$ cat config.mk
export PLATFORM = sky130hd
export DESIGN_NAME = softmax_sched
export DESIGN_NICKNAME = d
export VERILOG_FILES = /design/src/rtl/softmax_pkg.sv /design/src/rtl/softmax_buf.sv /design/src/rtl/softmax_sched.sv
export SDC_FILE = /design/constraint.sdc
export NUM_CORES = 1
export LEC_CHECK = 0
export CAP_MARGIN = 10
export CORE_MARGIN = 2
export CORE_UTILIZATION = 50
export DETAILED_ROUTE_END_ITERATION = 10
export PLACE_DENSITY_LB_ADDON = 0.1
export SLEW_MARGIN = 10
export SYNTH_ARGS = -nofsm -noshare
export SYNTH_HDL_FRONTEND = slang
export SYNTH_SLANG_ARGS = --single-unit
$ cat constraint.sdc
create_clock -name clk -period 8 [get_ports clk]
set_input_delay 0.8 -clock clk [delete_from_list [all_inputs] [get_ports clk]]
set_output_delay 0.8 -clock clk [all_outputs]
set_load 0.02 [all_outputs]
$ cat src/rtl/softmax_pkg.sv
// softmax_sched shared types and constants.
// State encoding, data width and index-width helper.
package softmax_pkg;

   localparam int FP_W = 32;

   typedef enum logic [1:0] {
      LOAD,
      ISSUE,
      WAIT,
      OUT
   } state_t;

   // Index width for a table of n entries, never below 1 bit.
   function automatic int clog2(input int n);
      int w;
      w = 1;
      while ((1 << w) < n) w++;
      return w;
   endfunction

endpackage

$ cat src/rtl/softmax_buf.sv
// Frame buffer of N_CLASSES FP32 words.
// Pair-granular write port, pair read port, single-word read port.
module softmax_buf
   import softmax_pkg::*;
#(
   parameter int N_CLASSES = 10,
   parameter int IW        = clog2(N_CLASSES)
) (
   input  logic            clk,
   input  logic            i_we,
   input  logic [IW-1:0]   i_wpair,
   input  logic [1:0]      i_wmask,
   input  logic [FP_W-1:0] i_wd0,
   input  logic [FP_W-1:0] i_wd1,
   input  logic [IW-1:0]   i_pair,
   output logic [FP_W-1:0] o_p0,
   output logic [FP_W-1:0] o_p1,
   input  logic [IW-1:0]   i_addr,
   output logic [FP_W-1:0] o_d
);

   logic [FP_W-1:0] r_mem [N_CLASSES];

   logic [IW-1:0] w_wa0;
   logic [IW-1:0] w_wa1;
   logic [IW-1:0] w_ra0;
   logic [IW-1:0] w_ra1;

   assign w_wa0 = i_wpair << 1;
   assign w_wa1 = w_wa0 | IW'(1);
   assign w_ra0 = i_pair << 1;
   assign w_ra1 = w_ra0 | IW'(1);

   // Write the even and/or odd word of the addressed pair.
   always_ff @(posedge clk) begin
      if (i_we && i_wmask[0]) r_mem[w_wa0] <= i_wd0;
      if (i_we && i_wmask[1]) r_mem[w_wa1] <= i_wd1;
   end

   assign o_p0 = r_mem[w_ra0];
   assign o_p1 = r_mem[w_ra1];
   assign o_d  = r_mem[i_addr];

endmodule

$ cat src/rtl/softmax_sched.sv
// Frame controller for the two-input Softmax unit.
// Loads logits, issues pairs, gathers results, streams them out.
module softmax_sched
   import softmax_pkg::*;
#(
   parameter int N_CLASSES  = 10,
   parameter int SM_LATENCY = 4,
   parameter int TO_MARGIN  = 4
) (
   input  logic            clk,
   input  logic            rst,
   input  logic            in_valid,
   output logic            in_ready,
   input  logic [FP_W-1:0] in_data,
   output logic            sm_valid_in,
   output logic [FP_W-1:0] sm_i0,
   output logic [FP_W-1:0] sm_i1,
   input  logic [FP_W-1:0] sm_o0,
   input  logic [FP_W-1:0] sm_o1,
   input  logic            sm_valid_out,
   output logic            out_valid,
   input  logic            out_ready,
   output logic [FP_W-1:0] out_data,
   output logic            out_last,
   output logic            busy,
   output logic            err
);

   localparam int IW     = clog2(N_CLASSES);
   localparam int NP     = N_CLASSES / 2;
   localparam int TO_LIM = SM_LATENCY + TO_MARGIN;
   localparam int TW     = clog2(TO_LIM + 1);

   state_t        r_state;
   logic [IW-1:0] r_wr_cnt;
   logic [IW-1:0] r_iss_cnt;
   logic [IW-1:0] r_res_cnt;
   logic [IW-1:0] r_rd_cnt;
   logic [TW-1:0] r_to_cnt;
   logic          r_err;

   logic            w_load;
   logic            w_issue;
   logic            w_out;
   logic            w_cap_win;
   logic            w_cap;
   logic            w_spur;
   logic [IW-1:0]   w_res_nxt;
   logic            w_res_done;
   logic            w_wr_last;
   logic            w_rd_last;
   logic [FP_W-1:0] w_lp0;
   logic [FP_W-1:0] w_lp1;
   logic [FP_W-1:0] w_rd;
   logic [FP_W-1:0] w_unused_l;
   logic [FP_W-1:0] w_unused_r0;
   logic [FP_W-1:0] w_unused_r1;

   assign w_load     = (r_state == LOAD);
   assign w_issue    = (r_state == ISSUE);
   assign w_out      = (r_state == OUT);
   assign w_cap_win  = w_issue || (r_state == WAIT);
   assign w_cap      = sm_valid_out && w_cap_win
                       && (r_res_cnt != IW'(NP));
   assign w_spur     = sm_valid_out && !w_cap;
   assign w_res_nxt  = r_res_cnt + IW'(w_cap);
   assign w_res_done = (w_res_nxt == IW'(NP));
   assign w_wr_last  = (r_wr_cnt == IW'(N_CLASSES - 1));
   assign w_rd_last  = (r_rd_cnt == IW'(N_CLASSES - 1));

   softmax_buf #(
      .N_CLASSES (N_CLASSES)
   ) lbuf (
      .clk     (clk),
      .i_we    (w_load && in_valid),
      .i_wpair (r_wr_cnt >> 1),
      .i_wmask (r_wr_cnt[0] ? 2'b10 : 2'b01),
      .i_wd0   (in_data),
      .i_wd1   (in_data),
      .i_pair  (r_iss_cnt),
      .o_p0    (w_lp0),
      .o_p1    (w_lp1),
      .i_addr  (r_rd_cnt),
      .o_d     (w_unused_l)
   );

   softmax_buf #(
      .N_CLASSES (N_CLASSES)
   ) rbuf (
      .clk     (clk),
      .i_we    (w_cap),
      .i_wpair (r_res_cnt),
      .i_wmask (2'b11),
      .i_wd0   (sm_o0),
      .i_wd1   (sm_o1),
      .i_pair  ('0),
      .o_p0    (w_unused_r0),
      .o_p1    (w_unused_r1),
      .i_addr  (r_rd_cnt),
      .o_d     (w_rd)
   );

   assign in_ready    = w_load;
   assign busy        = !w_load;
   assign sm_valid_in = w_issue;
   assign sm_i0       = w_issue ? w_lp0 : '0;
   assign sm_i1       = w_issue ? w_lp1 : '0;
   assign out_valid   = w_out;
   assign out_data    = w_out ? w_rd : '0;
   assign out_last    = w_out && w_rd_last;
   assign err         = r_err;

   // Frame sequencing, result counting, timeout and sticky error.
   always_ff @(posedge clk or posedge rst) begin
      if (rst) begin
         r_state   <= LOAD;
         r_wr_cnt  <= '0;
         r_iss_cnt <= '0;
         r_res_cnt <= '0;
         r_rd_cnt  <= '0;
         r_to_cnt  <= '0;
         r_err     <= 1'b0;
      end else begin
         if (w_spur) r_err <= 1'b1;
         if (w_cap) r_res_cnt <= w_res_nxt;
         unique case (r_state)
            LOAD: begin
               if (in_valid) begin
                  if (w_wr_last) begin
                     r_wr_cnt  <= '0;
                     r_iss_cnt <= '0;
                     r_res_cnt <= '0;
                     r_state   <= ISSUE;
                  end else begin
                     r_wr_cnt <= r_wr_cnt + IW'(1);
                  end
               end
            end
            ISSUE: begin
               if (r_iss_cnt == IW'(NP - 1)) begin
                  r_iss_cnt <= '0;
                  r_to_cnt  <= '0;
                  r_state   <= WAIT;
               end else begin
                  r_iss_cnt <= r_iss_cnt + IW'(1);
               end
            end
            WAIT: begin
               if (w_res_done) begin
                  r_res_cnt <= '0;
                  r_to_cnt  <= '0;
                  r_state   <= OUT;
               end else if (r_to_cnt == TW'(TO_LIM - 1)) begin
                  r_err     <= 1'b1;
                  r_res_cnt <= '0;
                  r_to_cnt  <= '0;
                  r_state   <= LOAD;
               end else begin
                  r_to_cnt <= r_to_cnt + TW'(1);
               end
            end
            OUT: begin
               if (out_ready) begin
                  if (w_rd_last) begin
                     r_rd_cnt <= '0;
                     r_state  <= LOAD;
                  end else begin
                     r_rd_cnt <= r_rd_cnt + IW'(1);
                  end
               end
            end
            default: r_state <= LOAD;
         endcase
      end
   end

endmodule
placement_by_type.png
Drawn at 1.5 px/micron. Fill, decap, tap and diode cells in grey.
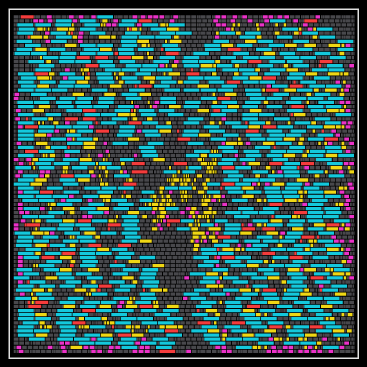
- red: clock drivers and dummy loads (cells 121)
- cyan: sequential cells (cells 663)
- magenta: remaining buffers and delay cells (cells 229)
- yellow: combinational and other logic (cells 520)
final instance area: 0.0309 sq mm
Core Footprint: 0.0513 sq mm
final cell utilization of the core: 60.2%
Std-Cell Rows: 83
sequential portion of the cell area: 64.2%

clk_routes.png
Drawn at 2 px/micron.
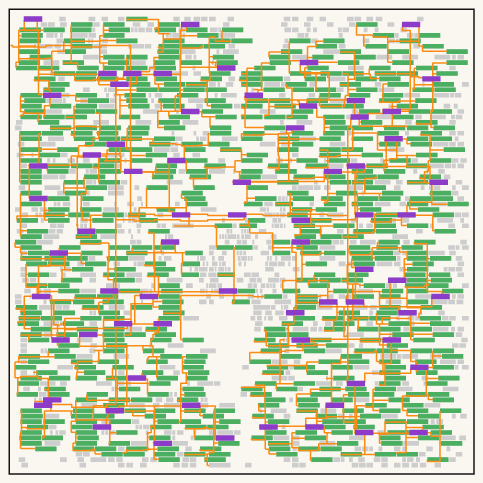
- orange: clock wires (length 7500 microns)
- green: flip-flops (count 663)
- purple: clock drivers (count 70)
- flops lie: all over the die
- routed clock nets: 71
clock-net power: 2990 uW
clock insertion delay at the later pin of the skew report: 580 ps
share of total power in the clock network: 28.6%
worst clock skew: 12.8 ps

worst max-delay path, stage by stage (launching register included):
cell	delay, ps
sky130_fd_sc_hd__dfrtp_4	1160
sky130_fd_sc_hd__buf_4	740
sky130_fd_sc_hd__mux4_2	590
sky130_fd_sc_hd__mux2i_1	170
sky130_fd_sc_hd__a21oi_1	120
sky130_fd_sc_hd__clkdlybuf4s50_1	580
final cells by class:
class | count | area share [%]
well taps | 680 | 2.76
clock inverters | 30 | 0.641
flip-flops and latches | 663 | 64.2
inverters | 11 | 0.134
diodes | 2 | 0.0162
clock buffers | 91 | 6.17
multi-input cells | 509 | 18.9
repair buffers | 229 | 7.21
==> COMMIT_EDITMSG <==
Log flow metrics for this revision

- R2R Setup Slk: 4690 ps
* Top cell types by occurrence after synthesis: sky130_fd_sc_hd__edfxtp_1, sky130_fd_sc_hd__mux4_2, sky130_fd_sc_hd__mux2i_1
* Register bit total from synthesis: 663
* Post-synth tally of flip-flops with integrated enable: 640
- Overflow after GRT: 0
- Cell count after synthesis: 1252
* Power density normalized to cell area: 338 mW/mm^2
- The last timing report of the flow puts the setup violation total at 0.
* Clk buf depth: 3
- The cell-mix breakdown from Yosys lists the XOR/XNOR area share as 0.237%.
- Simple-gate share of the synthesized area: 3.12%
* DR DRC count: 0
- Source of the worst hold timing path: err$_DFF_PP0_
* Fraction of registers with async set/reset: 3.47%
- Power, Total: 10400 uW
- Worst setup margin: 3220 ps
* Max Transition Viols Final: 0
* Post-synthesis adder-cell area fraction: 0.435%
- Initial antenna violation count: 3
- The flow ran to the end, and the final reports show no timing, DRC or antenna violations.
Power is estimated from default activity; no workload was simulated.
